--- config.mk ---
export PLATFORM = sky130hd
export DESIGN_NAME = inst_fetch
export DESIGN_NICKNAME = d
export VERILOG_FILES = /design/src/rtl/inst_fetch.sv
export SDC_FILE = /design/constraint.sdc
export NUM_CORES = 1
export LEC_CHECK = 0
export CAP_MARGIN = 5
export CORE_MARGIN = 1
export CORE_UTILIZATION = 47
export DETAILED_ROUTE_END_ITERATION = 12
export PLACE_DENSITY = 0.85
export SETUP_SLACK_MARGIN = 0.3
export SLEW_MARGIN = 20
export SYNTH_ARGS = -nofsm -noshare
export SYNTH_HDL_FRONTEND = slang
export SYNTH_SLANG_ARGS = --single-unit
--- constraint.sdc ---
create_clock -name clk -period 6.5 [get_ports clk]
set_clock_uncertainty 0.2 [all_clocks]
set_input_delay 0.975 -clock clk [delete_from_list [all_inputs] [get_ports clk]]
set_output_delay 0.975 -clock clk [all_outputs]
set_load 0.01 [all_outputs]
--- src/rtl/inst_fetch.sv ---
// Instruction fetch stage: PC register, one-deep output register with
// valid/ready handshake, redirect/flush handling and RUN/HALT/ERR control.
module inst_fetch #(
  parameter logic [7:0] RESET_PC  = 8'h00,
  parameter logic [7:0] LAST_ADDR = 8'h48
) (
  input  logic        clk,
  input  logic        rst_n,
  output logic [7:0]  addy,
  input  logic [31:0] inst,
  input  logic        stall,
  input  logic        redirect_en,
  input  logic [7:0]  redirect_addr,
  output logic        out_valid,
  input  logic        out_ready,
  output logic [31:0] out_inst,
  output logic [7:0]  out_pc,
  output logic        halted,
  output logic        misalign_err,
  output logic [15:0] fetch_count
);

  typedef enum logic [1:0] {
    RUN  = 2'd0,
    HALT = 2'd1,
    ERR  = 2'd2
  } state_e;

  state_e      state_q, state_d;
  logic [7:0]  pc_q, pc_d;
  logic        out_valid_q, out_valid_d;
  logic [31:0] out_inst_q, out_inst_d;
  logic [7:0]  out_pc_q, out_pc_d;
  logic        halted_q, halted_d;
  logic        misalign_err_q, misalign_err_d;
  logic [15:0] fetch_count_q, fetch_count_d;

  logic load;
  logic handshake;

  assign load      = (!out_valid_q || out_ready) && !stall;
  assign handshake = out_valid_q && out_ready;

  always_comb begin
    // NOTE: every _d starts as its _q so each path assigns each signal
    // and no latch can be inferred.
    state_d        = state_q;
    pc_d           = pc_q;
    out_valid_d    = out_valid_q;
    out_inst_d     = out_inst_q;
    out_pc_d       = out_pc_q;
    fetch_count_d  = fetch_count_q;

    // A handshake on a redirect edge still counts; the flush only drops
    // the register contents afterwards.
    if (handshake && (fetch_count_q != 16'hFFFF)) begin
      fetch_count_d = fetch_count_q + 16'd1;
    end

    if (redirect_en && (state_q != ERR)) begin
      out_valid_d = 1'b0;
      pc_d        = redirect_addr;
      state_d     = (redirect_addr[1:0] == 2'b00) ? RUN : ERR;
    end else if ((state_q == RUN) && load) begin
      if (pc_q <= LAST_ADDR) begin
        out_inst_d  = inst;
        out_pc_d    = pc_q;
        out_valid_d = 1'b1;
        pc_d        = pc_q + 8'd4;  // 8-bit add wraps FC -> 00
      end else begin
        out_valid_d = 1'b0;
        state_d     = HALT;
      end
    end

    halted_d       = (state_d == HALT);
    misalign_err_d = (state_d == ERR);
  end

  // NOTE: sequential state uses non-blocking assignments only, so every
  // flop samples the pre-edge value of every other flop.
  always_ff @(posedge clk or negedge rst_n) begin
    if (!rst_n) begin
      state_q        <= RUN;
      pc_q           <= RESET_PC;
      out_valid_q    <= 1'b0;
      out_inst_q     <= 32'h0;
      out_pc_q       <= 8'h0;
      halted_q       <= 1'b0;
      misalign_err_q <= 1'b0;
      fetch_count_q  <= 16'h0;
    end else begin
      state_q        <= state_d;
      pc_q           <= pc_d;
      out_valid_q    <= out_valid_d;
      out_inst_q     <= out_inst_d;
      out_pc_q       <= out_pc_d;
      halted_q       <= halted_d;
      misalign_err_q <= misalign_err_d;
      fetch_count_q  <= fetch_count_d;
    end
  end

  assign addy         = pc_q;
  assign out_valid    = out_valid_q;
  assign out_inst     = out_inst_q;
  assign out_pc       = out_pc_q;
  assign halted       = halted_q;
  assign misalign_err = misalign_err_q;
  assign fetch_count  = fetch_count_q;

endmodule

==> impl_metrics.csv, run 1 <==
group,metric,value,unit
clock_tree,postCtsSetupBuffers,0,
critical_path,cp-endpoint,"out_inst[20]",
clock_tree,clk_pin_slew,0.07,ns
cells_and_area,lay_top_cells,"110 x clkdlybuf4s50_1, 69 x dfrtp_1, 39 x mux2_2, 19 x nand2_1, 13 x nor2_1",
cells_and_area,final-clk-cell-share,4.38,%
global_routing,grt_start_max_net_pins,70,
timing,post-route-min-period,3.54,ns
route,drt_first_pass_iters,4,
cells_and_area,largest_reg_flops,32,
logic_synthesis,async_reset_ff_share,100,%
logic_synthesis,logic_family,"multiplexers",
global_routing,antenna_found_initial,0,
cells_and_area,sh_comb_area,26.4,%
cells_and_area,final_common_cell,"clkdlybuf4s50_1",
route,route.met2.wl,3.19,mm
outcome,status,"completed",
critical_path,critPathLaunch,"out_ready",
cells_and_area,logic_area,1120,um2
cells_and_area,antenna_cells,0,
pwr,ir_drop,0.283,mV
global_routing,use_met3,5.45,%
pwr,combinationalPowerShare,40.5,%
clock_tree,htree_levels,3,
hold_path,min_path_cells,1,
logic_synthesis,postSynthNetCount,275,
timing,fin_setup_tns,0,ns
critical_path,r2r-end,"out_inst[20]",
hold_path,holdPathEnd,"out_pc[7]",
clock_tree,cts_buffers,9,
clock_tree,root_buffer,"clkbuf_8",
route,wl_met3,399,um
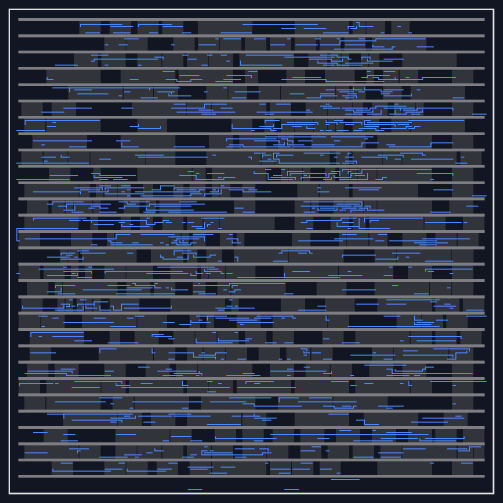
Run 1: signal wires on met1
Drawn at 6 px/um. Supply wires on this layer in grey.
nets with wire on the layer = 333
wire length on this layer = 2470 um
longest straight run = 26.2 um
Vias: 2188
WL final: 6.17 mm
M1 GR Usage: 23.4%

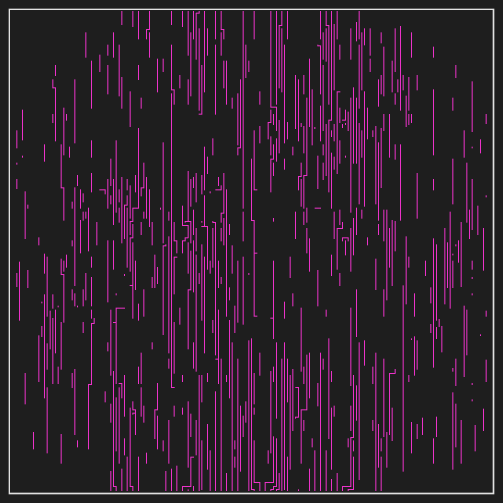
Run 1: signal wires on met2
Drawn at 6 px/um.
nets with wire on the layer = 361
longest straight run = 49.0 um
wire length on this layer = 3190 um
share of all routed wire = 52%
main direction = vertical
grt met2 use: 35.3%

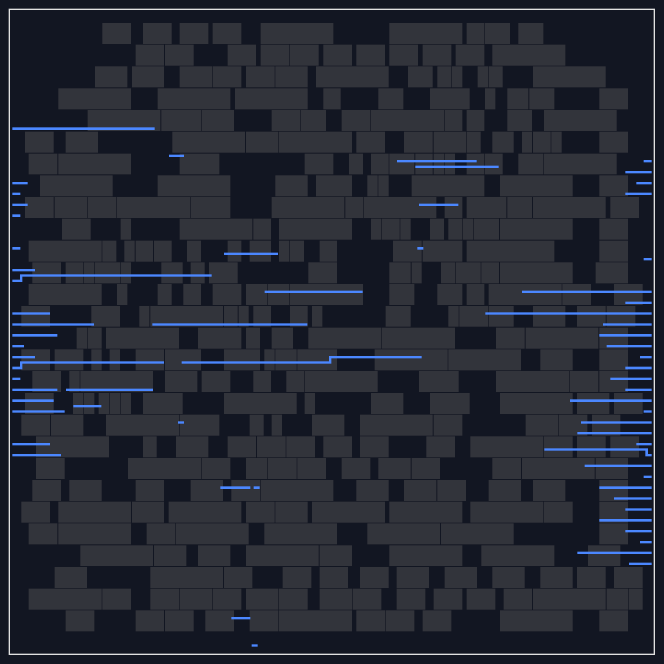
Run 1: metal 3
Drawn at 8 px/um.
main direction = horizontal
nets with wire on the layer = 60
longest straight run = 23.7 um

Run 1, congestion heat map:
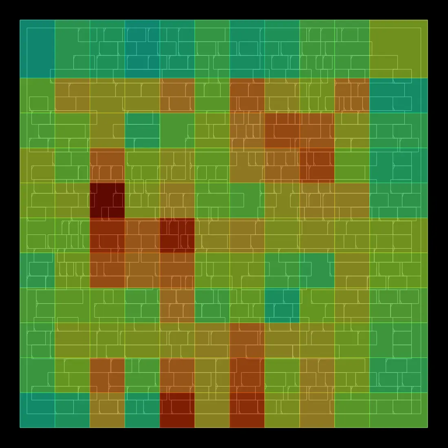

==> inputs of run 2 (changes only) <==
--- a/config.mk
+++ b/config.mk
@@ -7,9 +7,9 @@
 export LEC_CHECK = 0
 export CAP_MARGIN = 5
 export CORE_MARGIN = 1
-export CORE_UTILIZATION = 47
+export CORE_UTILIZATION = 44
 export DETAILED_ROUTE_END_ITERATION = 12
-export PLACE_DENSITY = 0.85
+export PLACE_DENSITY = 0.8
 export SETUP_SLACK_MARGIN = 0.3
 export SLEW_MARGIN = 20
 export SYNTH_ARGS = -nofsm -noshare
==> constraint.sdc (replaced) <==
create_clock -name clk -period 3.3 [get_ports clk]
set_clock_uncertainty 0.2 [all_clocks]
set_input_delay 0.495 -clock clk [delete_from_list [all_inputs] [get_ports clk]]
set_output_delay 0.495 -clock clk [all_outputs]
set_load 0.01 [all_outputs]
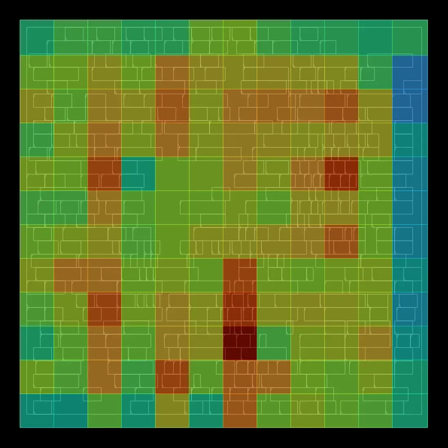
Run 2: congestion heat map
busiest grt layer: met2
M1 GR Usage: 24.0%
drt wl/cell: 14.5 um
GRT Resource Usage Total: 19.3%
grt met2 use: 30.0%

==> impl_metrics.csv, run 2 <==
group,metric,value,unit
cells_and_area,sh_comb_area,26.4,%
global_routing,grt_start_max_net_pins,70,
clock_tree,hold_buffers,0,
timing,fin_setup_tns,0,ns
route,drt_first_pass_iters,4,
outcome,status,"completed",
global_routing,use_met3,6.16,%
route,routed_wirelength,6.21,mm
logic_synthesis,synth.cellmix.compoundShare,4.54,%
cells_and_area,final_common_cell,"clkdlybuf4s50_1",
cells_and_area,final-clk-cell-share,4.02,%
critical_path,critical_path_class,"flop to flop",
route,wl_met3,426,um
logic_synthesis,logic_family,"multiplexers",
logic_synthesis,async_reset_ff_share,100,%
pwr,powerComb,0.00139,W
cells_and_area,antenna_cells,0,
cells_and_area,logic_area,1120,um2
pwr,combinationalPowerShare,41.0,%
die,die_width,83.1,um
route,route.met2.wl,2.96,mm
pwr,ir_drop,0.449,mV
clock_tree,root_buffer,"clkbuf_8",
clock_tree,htree_levels,3,
pwr,power.density,795,nW/um2
critical_path,critPathLaunch,"addy[3]",
critical_path,crit_chain,"ha_1 > or3b_4 > a311oi_2 > nand3_2 > buf_4 > mux2_2",
global_routing,antenna_found_initial,0,
timing,post-route-min-period,2.79,ns
die,die_h,83.1,um
critical_path,cp-endpoint,"out_inst[13]",
logic_synthesis,postSynthNetCount,275,
clock_tree,cts_buffers,9,
clock_tree,postCtsSetupBuffers,0,
cells_and_area,largest_reg_flops,32,
cells_and_area,lay_top_cells,"110 x clkdlybuf4s50_1, 69 x dfrtp_1, 39 x mux2_2, 19 x nand2_1, 13 x nor2_1",
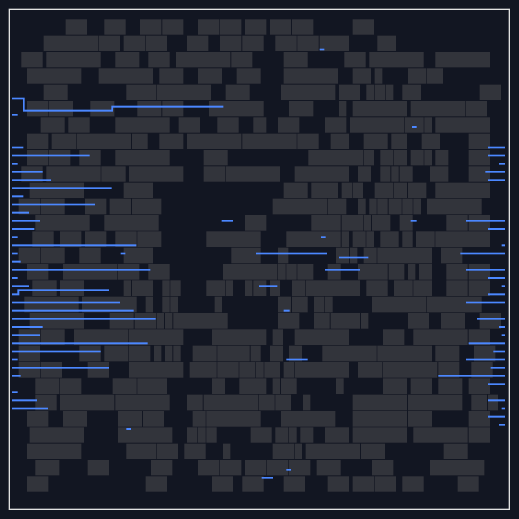
Run 2: metal 3
Drawn at 6 px/um.
main direction = horizontal
longest straight run = 23.7 um

Power and IR drop assume default switching activity.
